### Clock wiring as the flow saved it

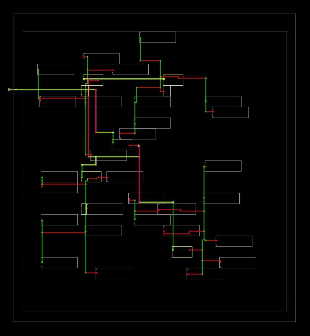
### PDN straps and rails

Drawn at 4 px/um. Pins as bars on the die edge. Tap cells in gray.
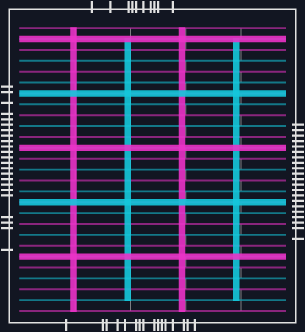
### Sequential cells grouped by signal name

Drawn at 6 px/um. Other sequential cells in the stronger gray, the rest of the logic in the fainter gray.
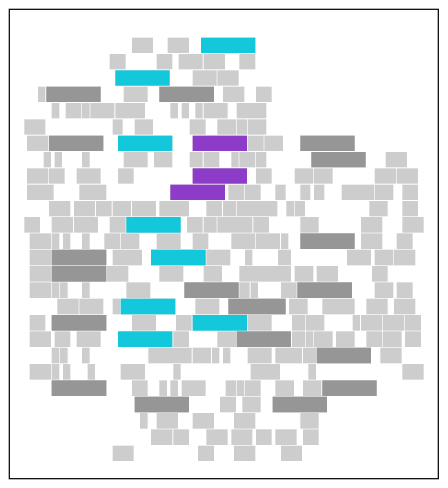
## config.mk

```make
export PLATFORM = sky130hd
export DESIGN_NAME = cpu_oam_dma
export DESIGN_NICKNAME = d
export VERILOG_FILES = /design/src/rtl/cpu_oam_dma_pkg.sv /design/src/rtl/cpu_bus_mux.sv /design/src/rtl/cpu_oam_dma.sv
export SDC_FILE = /design/constraint.sdc
export NUM_CORES = 1
export LEC_CHECK = 0
export ABC_AREA = 0
export CORE_ASPECT_RATIO = 1.1
export CORE_MARGIN = 2
export CORE_UTILIZATION = 30
export CTS_CLUSTER_DIAMETER = 60
export CTS_CLUSTER_SIZE = 40
export DETAILED_ROUTE_END_ITERATION = 6
export HOLD_SLACK_MARGIN = 0.15
export PLACE_DENSITY = 0.65
export SYNTH_ARGS = -nofsm -noshare
export SYNTH_HDL_FRONTEND = slang
export SYNTH_SLANG_ARGS = --single-unit
```

## constraint.sdc

```tcl
create_clock -name clk -period 2.5 [get_ports clk]
set_input_delay 0.75 -clock clk [delete_from_list [all_inputs] [get_ports clk]]
set_output_delay 0.75 -clock clk [all_outputs]
set_load 0.03 [all_outputs]
```

## src/rtl/cpu_oam_dma_pkg.sv

```systemverilog
// Shared sprite-DMA definitions: FSM state encoding and default bus addresses.
package cpu_oam_dma_pkg;

  typedef enum logic [2:0] {IDLE, HALT, ALIGN, READ, WRITE} dma_state_t;

  localparam logic [15:0] OAM_DMA_ADDR  = 16'h4014;
  localparam logic [15:0] OAM_DATA_ADDR = 16'h2004;

endpackage

```

## src/rtl/cpu_bus_mux.sv

```systemverilog
// Selects the CPU or the DMA engine as the driver of the system bus.
module cpu_bus_mux (
  input  logic        dma_active,
  input  logic        cpu_rw,
  input  logic [15:0] cpu_addr,
  input  logic [7:0]  cpu_wdata,
  input  logic        dma_rw,
  input  logic [15:0] dma_addr,
  input  logic [7:0]  dma_wdata,
  output logic        bus_rw,
  output logic [15:0] bus_addr,
  output logic [7:0]  bus_wdata
);

  assign bus_rw    = dma_active ? dma_rw    : cpu_rw;
  assign bus_addr  = dma_active ? dma_addr  : cpu_addr;
  assign bus_wdata = dma_active ? dma_wdata : cpu_wdata;

endmodule

```

## src/rtl/cpu_oam_dma.sv

```systemverilog
// Sprite DMA: a CPU write to TRIGGER_ADDR stalls the CPU and copies page $PP00-$PPFF to TARGET_ADDR.
// Define CPU_OAM_DMA_ALIGN_EN to add the parity counter and the odd-cycle ALIGN state.
module cpu_oam_dma
  import cpu_oam_dma_pkg::*;
#(
  parameter logic [15:0] TRIGGER_ADDR = OAM_DMA_ADDR,
  parameter logic [15:0] TARGET_ADDR  = OAM_DATA_ADDR
) (
  input  logic        clk,
  input  logic        reset,
  input  logic        cpu_rw,
  input  logic [15:0] cpu_addr,
  input  logic [7:0]  cpu_wdata,
  output logic        ready,
  output logic        bus_rw,
  output logic [15:0] bus_addr,
  output logic [7:0]  bus_wdata,
  input  logic [7:0]  bus_rdata,
  output logic        dma_active,
  output logic [7:0]  dma_index
);

  dma_state_t  state;
  logic [7:0]  page;
  logic [7:0]  latch;
  logic        dma_rw;
  logic [15:0] dma_addr;
`ifdef CPU_OAM_DMA_ALIGN_EN
  logic        parity;
`endif

  always_ff @(posedge clk or posedge reset) begin
    if (reset) begin
      state      <= IDLE;
      ready      <= 1'b1;
      dma_active <= 1'b0;
      dma_index  <= 8'h00;
      page       <= 8'h00;
      latch      <= 8'h00;
`ifdef CPU_OAM_DMA_ALIGN_EN
      parity     <= 1'b0;
`endif
    end else begin
`ifdef CPU_OAM_DMA_ALIGN_EN
      parity <= ~parity;
`endif
      case (state)
        IDLE: begin
          // The trigger write itself still reaches the bus through the mux this cycle.
          if (ready && !cpu_rw && cpu_addr == TRIGGER_ADDR) begin
            page       <= cpu_wdata;
            state      <= HALT;
            ready      <= 1'b0;
            dma_active <= 1'b1;
          end
        end
        HALT: begin
`ifdef CPU_OAM_DMA_ALIGN_EN
          state <= parity ? ALIGN : READ;
`else
          state <= READ;
`endif
        end
`ifdef CPU_OAM_DMA_ALIGN_EN
        ALIGN: state <= READ;
`endif
        READ: begin
          latch <= bus_rdata;
          state <= WRITE;
        end
        WRITE: begin
          dma_index <= dma_index + 8'd1;
          if (dma_index == 8'hFF) begin
            state      <= IDLE;
            ready      <= 1'b1;
            dma_active <= 1'b0;
          end else begin
            state <= READ;
          end
        end
        default: state <= IDLE;
      endcase
    end
  end

  // HALT/ALIGN park the bus as a read of whatever address the stalled CPU holds.
  always_comb begin
    dma_rw   = 1'b1;
    dma_addr = cpu_addr;
    case (state)
      READ:    dma_addr = {page, dma_index};
      WRITE: begin
        dma_rw   = 1'b0;
        dma_addr = TARGET_ADDR;
      end
      default: ;
    endcase
  end

  cpu_bus_mux u_bus_mux (
    .dma_active (dma_active),
    .cpu_rw     (cpu_rw),
    .cpu_addr   (cpu_addr),
    .cpu_wdata  (cpu_wdata),
    .dma_rw     (dma_rw),
    .dma_addr   (dma_addr),
    .dma_wdata  (latch),
    .bus_rw     (bus_rw),
    .bus_addr   (bus_addr),
    .bus_wdata  (bus_wdata)
  );

endmodule
```

==> summary.txt <==
fresh numbers from the pnr run: First-pass DRT Iterations 4, antenna-violating nets left 0, CP Capture Type output port, Post-synth regs 29, Worst Hold Endpoint latch[6]$_DFFE_PP0N_, routed len/inst 14.4 um, Min Hold Slack 0.468 ns, status completed, number of fill cells in the layout 439, hold_buf cts 0, r2r setup slk 0.41 ns, asr flop ratio synth 100%, Met3 Wirelength 301 um, area fraction in mux cells between 10% and 20%, xor/xnor share 4.11%, post-CTS sizing 4, Comb power 0.183 mW, H-tree depth 2, clock sinks 29, Net Sw Power 0.265 mW, Mean Syn Cell Area approximately 11 um2, clk buf depth 2, Post-synth seq share 48.7%, Unique masters post-synth 32, yosys aoi share 11.7%, Init Core Util between 30% and 40%, max-slew violation count 0
## Picture notes: 'Clock wiring as the flow saved it'
Clock Buffer Count: 6
Setup Skew: 0.00543 ns
Clock group: 0.372 mW

## Picture notes: 'PDN straps and rails'
| color | net |
|---|---|
| magenta | VSS |
| cyan | VDD |
met5 straps: 5
rows: 26
tap cells: 56
met4 straps: 4
Chip Width: 71.3 um
Core ar.: 4720 um2
Max VDD drop: 276 uV

## Picture notes: 'Sequential cells grouped by signal name'
| color | netlist name | flops |
|---|---|---|
| purple | state | 3 |
| cyan | page | 8 |
seq pwr: 0.470 mW
flop share of the area: 29.2%
area occupied by registers: 727 um2
final core occ: 52.8%

Power is estimated from default activity; no workload was simulated.
